**config.mk**
```make
export PLATFORM = sky130hd
export DESIGN_NAME = exec_wb_pipe
export DESIGN_NICKNAME = d
export VERILOG_FILES = /design/src/rtl/exec_wb_pipe.sv
export SDC_FILE = /design/constraint.sdc
export NUM_CORES = 1
export LEC_CHECK = 0
export ABC_AREA = 1
export ABC_CLOCK_PERIOD_IN_PS = 6800
export CORE_MARGIN = 1.5
export CORE_UTILIZATION = 61
export CTS_BUF_LIST = sky130_fd_sc_hd__clkbuf_8
export DETAILED_ROUTE_END_ITERATION = 8
export HOLD_SLACK_MARGIN = 0.08
export PLACE_DENSITY = 0.86
export SETUP_SLACK_MARGIN = 0.2
export SLEW_MARGIN = 25
export SYNTH_ARGS = -nofsm -noshare
export SYNTH_HDL_FRONTEND = slang
export SYNTH_SLANG_ARGS = --single-unit
```
**constraint.sdc**
```tcl
create_clock -name clk -period 6.8 [get_ports clk]
set_clock_uncertainty 0.05 [all_clocks]
set_input_delay 1.36 -clock clk [delete_from_list [all_inputs] [get_ports clk]]
set_output_delay 1.36 -clock clk [all_outputs]
set_load 0.02 [all_outputs]
```
**src/rtl/exec_wb_pipe.sv**
```systemverilog
// ----------------------------------------------------------------------------
// exec_wb_pipe
//
// Execute-to-writeback slice of the 5-stage CPU datapath. Register-file
// operands are captured into the EX register and evaluated by the ALU. The
// ALU result then moves through the memory-stage register (mem_addr) and the
// writeback register (dw). Condition flags are registered alongside mem_addr
// and update only for flag-setting operations.
//
// Ports
//   clk        in   rising-edge clock
//   reset      in   synchronous reset, active low (0 = reset)
//   da         in   operand A (register-file read port 1)
//   alu_b      in   operand B (Db or zero-extended Imm12, already muxed)
//   cntrl      in   ALU operation code
//   flag_en    in   1 = operation updates the condition flags
//   mem_addr   out  registered ALU result, memory stage
//   dw         out  registered writeback data
//   negative   out  registered N flag
//   zero       out  registered Z flag
//   overflow   out  registered V flag
//   carry_out  out  registered C flag
//
// ALU operation codes
//   000  pass B
//   010  A + B
//   011  A - B   (A + ~B + 1)
//   100  A & B
//   101  A | B
//   110  A ^ B
//   001, 111  zero
// ----------------------------------------------------------------------------
module exec_wb_pipe #(
    parameter int WIDTH = 64
) (
    input  logic             clk,
    input  logic             reset,
    input  logic [WIDTH-1:0] da,
    input  logic [WIDTH-1:0] alu_b,
    input  logic [2:0]       cntrl,
    input  logic             flag_en,
    output logic [WIDTH-1:0] mem_addr,
    output logic [WIDTH-1:0] dw,
    output logic             negative,
    output logic             zero,
    output logic             overflow,
    output logic             carry_out
);

    localparam logic [2:0] OP_PASS_B = 3'b000;
    localparam logic [2:0] OP_ADD    = 3'b010;
    localparam logic [2:0] OP_SUB    = 3'b011;
    localparam logic [2:0] OP_AND    = 3'b100;
    localparam logic [2:0] OP_OR     = 3'b101;
    localparam logic [2:0] OP_XOR    = 3'b110;

    // ------------------------------------------------------------------
    // Pipeline registers
    // ------------------------------------------------------------------
    logic [WIDTH-1:0] ex_a_q,       ex_a_d;
    logic [WIDTH-1:0] ex_b_q,       ex_b_d;
    logic [2:0]       ex_cntrl_q,   ex_cntrl_d;
    logic             ex_flag_en_q, ex_flag_en_d;
    logic [WIDTH-1:0] mem_addr_q,   mem_addr_d;
    logic [WIDTH-1:0] dw_q,         dw_d;
    logic             flag_n_q,     flag_n_d;
    logic             flag_z_q,     flag_z_d;
    logic             flag_v_q,     flag_v_d;
    logic             flag_c_q,     flag_c_d;

    // ------------------------------------------------------------------
    // ALU
    // ------------------------------------------------------------------
    logic             is_sub;
    logic             is_arith;
    logic [WIDTH-1:0] b_op;
    logic [WIDTH-1:0] low_sum;
    logic             c_into_msb;
    logic             c_out_msb;
    logic             sum_msb;
    logic [WIDTH-1:0] add_res;
    logic [WIDTH-1:0] alu_res;
    logic             temp_n;
    logic             temp_z;
    logic             temp_v;
    logic             temp_c;

    always_comb begin
        is_sub   = (ex_cntrl_q == OP_SUB);
        is_arith = (ex_cntrl_q == OP_ADD) || is_sub;
        b_op     = is_sub ? ~ex_b_q : ex_b_q;

        // The adder is split below the MSB so the carry into bit WIDTH-1 is
        // visible: overflow is carry-in XOR carry-out of the top bit.
        low_sum    = {1'b0, ex_a_q[WIDTH-2:0]}
                   + {1'b0, b_op[WIDTH-2:0]}
                   + {{(WIDTH-1){1'b0}}, is_sub};
        c_into_msb = low_sum[WIDTH-1];
        sum_msb    = ex_a_q[WIDTH-1] ^ b_op[WIDTH-1] ^ c_into_msb;
        c_out_msb  = (ex_a_q[WIDTH-1] & b_op[WIDTH-1])
                   | (ex_a_q[WIDTH-1] & c_into_msb)
                   | (b_op[WIDTH-1]   & c_into_msb);
        add_res    = {sum_msb, low_sum[WIDTH-2:0]};

        case (ex_cntrl_q)
            OP_PASS_B: alu_res = ex_b_q;
            OP_ADD,
            OP_SUB:    alu_res = add_res;
            OP_AND:    alu_res = ex_a_q & ex_b_q;
            OP_OR:     alu_res = ex_a_q | ex_b_q;
            OP_XOR:    alu_res = ex_a_q ^ ex_b_q;
            default:   alu_res = '0;
        endcase

        temp_z = (alu_res == '0);
        temp_n = alu_res[WIDTH-1];
        temp_c = is_arith & c_out_msb;
        temp_v = is_arith & (c_into_msb ^ c_out_msb);
    end

    // ------------------------------------------------------------------
    // Next-state logic; reset clears every stage so in-flight results are
    // discarded rather than drained.
    // ------------------------------------------------------------------
    always_comb begin
        ex_a_d       = da;
        ex_b_d       = alu_b;
        ex_cntrl_d   = cntrl;
        ex_flag_en_d = flag_en;
        mem_addr_d   = alu_res;
        dw_d         = mem_addr_q;
        flag_n_d     = flag_n_q;
        flag_z_d     = flag_z_q;
        flag_v_d     = flag_v_q;
        flag_c_d     = flag_c_q;

        if (ex_flag_en_q) begin
            flag_n_d = temp_n;
            flag_z_d = temp_z;
            flag_v_d = temp_v;
            flag_c_d = temp_c;
        end

        if (!reset) begin
            ex_a_d       = '0;
            ex_b_d       = '0;
            ex_cntrl_d   = 3'b000;
            ex_flag_en_d = 1'b0;
            mem_addr_d   = '0;
            dw_d         = '0;
            flag_n_d     = 1'b0;
            flag_z_d     = 1'b0;
            flag_v_d     = 1'b0;
            flag_c_d     = 1'b0;
        end
    end

    always_ff @(posedge clk) begin
        ex_a_q       <= ex_a_d;
        ex_b_q       <= ex_b_d;
        ex_cntrl_q   <= ex_cntrl_d;
        ex_flag_en_q <= ex_flag_en_d;
        mem_addr_q   <= mem_addr_d;
        dw_q         <= dw_d;
        flag_n_q     <= flag_n_d;
        flag_z_q     <= flag_z_d;
        flag_v_q     <= flag_v_d;
        flag_c_q     <= flag_c_d;
    end

    assign mem_addr  = mem_addr_q;
    assign dw        = dw_q;
    assign negative  = flag_n_q;
    assign zero      = flag_z_q;
    assign overflow  = flag_v_q;
    assign carry_out = flag_c_q;

endmodule

```
==> results.sh <==
# flow metrics
export IMPL_dr_first_iter_drc_count=2229
export IMPL_lay_top_cells="907 x nand2_1, 661 x inv_1, 264 x dfxtp_1, 264 x clkdlybuf4s50_1, 198 x ha_1"
export IMPL_core_mm2=0.0288
export IMPL_fmax_mhz=187
export IMPL_clockBufferDepth=3
export IMPL_cts_resized=0
export IMPL_path_max_fanout=33
export IMPL_warnings=100
export IMPL_io_buffer_count=265
export IMPL_finalSetupViolations=0
export IMPL_worstSkewPairLatency_ns=0.56
export IMPL_htreeDepth=2
export IMPL_yosysUniqueCellTypes=40
export IMPL_numSynthFlops=264
export IMPL_drt_wl_total_um=61500
export IMPL_pwr_share_clk_pct=33.9
export IMPL_crit_top_cell="nand2_1"
export IMPL_cp_slowest_cell="nand3_4"
export IMPL_status="complete, no violations"
export IMPL_ir_drop_v=0.000186
export IMPL_drive_above_1_share_pct=2.95
export IMPL_vias=18900
export IMPL_endpoint_kind="register"
export IMPL_antenna_found_initial=1
export IMPL_finalPower_mw=4.04
export IMPL_power_density_cell_area_mw_per_mm2=187
[path summary, 6_finish.rpt]
check | start | endpoint | slack, ns | cells past startpoint
max reg2reg | ex_cntrl_q[2] | zero | 1.44 | 35
max | ex_cntrl_q[2] | zero | 1.44 | 35
min | mem_addr[36] | dw[36] | 0.36 | 2
min reg2reg | mem_addr[36] | dw[36] | 0.36 | 2
[per-stage QoR]
step	setup slack (ns)	cell area, µm²	hold slack, ns	util (%)
floorplan	2.52	17900	0.448	-
global placement	1.67	20800	0.367	72.4
detailed placement	1.57	20800	0.377	72.4
CTS	1.55	21700	0.373	75.3
global route	0.995	21700	0.407	75.3
finish	1.44	21700	0.365	75.3
[cell type report]
class,instances,area [µm²]
multi-input cells,1824,9870
well taps,384,480
inverters,654,2450
repair buffers,274,2730
fillers,2127,7120
clock buffers,51,702
clock inverters,18,128
flip-flops and latches,264,5290
[cells in the mapped netlist (8+ instances only)]
master    instances  area (µm²)
nand4_1          14        87.6
clkbuf_1         41         154
nand2_2           8        50.1
xor2_1           63         552
nor3_1           22         110
ha_1            198        2480
a221oi_1         50         438
inv_1           648        2430
nand3b_1         15         113
o21ai_0          77         385
buf_2            17        85.1
nand3_1         129         646
nand2_1         907        3400
nor2_1          186         698
a21oi_1         118         591
dfxtp_1         264        5290
[cell families after synthesis]
group	after synthesis	share of synthesized area, %
AND/OR/NAND/NOR	1294	29.1
buffers and inverters	720	15.3
AND-OR/OR-AND	267	8.86
flip-flops	264	29.5
adder cells (fa/ha/maj)	200	14.1
XOR/XNOR	63	3.08
[worst register-to-register path: cells and delay by family, from the launching register on]
family                   cells  cell delay (ns)
adder cells (fa/ha/maj)      2             0.81
flip-flops                   1             0.45
XOR/XNOR                     1             0.23
buffers and inverters        4             0.73
AND/OR/NAND/NOR             28             3.03
[routing by layer]
layer	routed length, µm	part of all wire (%)	global-route usage [%]
met2	27200	44	64.3
met1	25200	41	50.7
met5	11	0.018	0
met3	6300	10	8.53
met4	2820	4.6	18.4
[sequential cells by signal, indices dropped and copies added (netlist names)]
name          cells
ex_flag_en_q      1
ex_a_q           64
mem_addr         64
overflow          1
zero              1
carry_out         1
negative          1
dw               64
ex_cntrl_q        3
ex_b_q           64
[power groups by stage]
stage / Combinational [mW] / Clock, mW / Sequential, mW
after floorplan: 0.517 / 0 / 1.76
after global placement: 0.899 / 0 / 1.72
after detailed placement: 0.932 / 0 / 1.73
after CTS: 0.946 / 1.38 / 1.70
after global routing: 1.05 / 1.44 / 1.71
final: 0.971 / 1.37 / 1.70
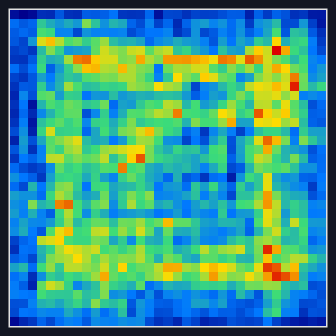
**Above:** signal metal coverage by tile.
35 x 35 tiles, from dark blue (low) to red (high), scaled to the fullest tile. Values are wire area over tile area, all layers added.
nearly empty tiles: 0.20%
mean over tiles: 0.35
tiles over half the peak: 33%
fullest tile: 0.83

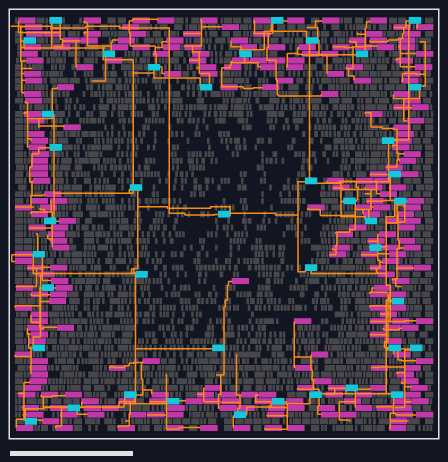
**Above:** clock distribution.
Scale bar: 50 µm.
legend:
  orange:
    item: clock wires
    length: 3390 µm
  magenta:
    item: flip-flops
    count: 264
  cyan:
    item: clock drivers
    count: 41
flops lie: spread over the die
routed clock nets: 42

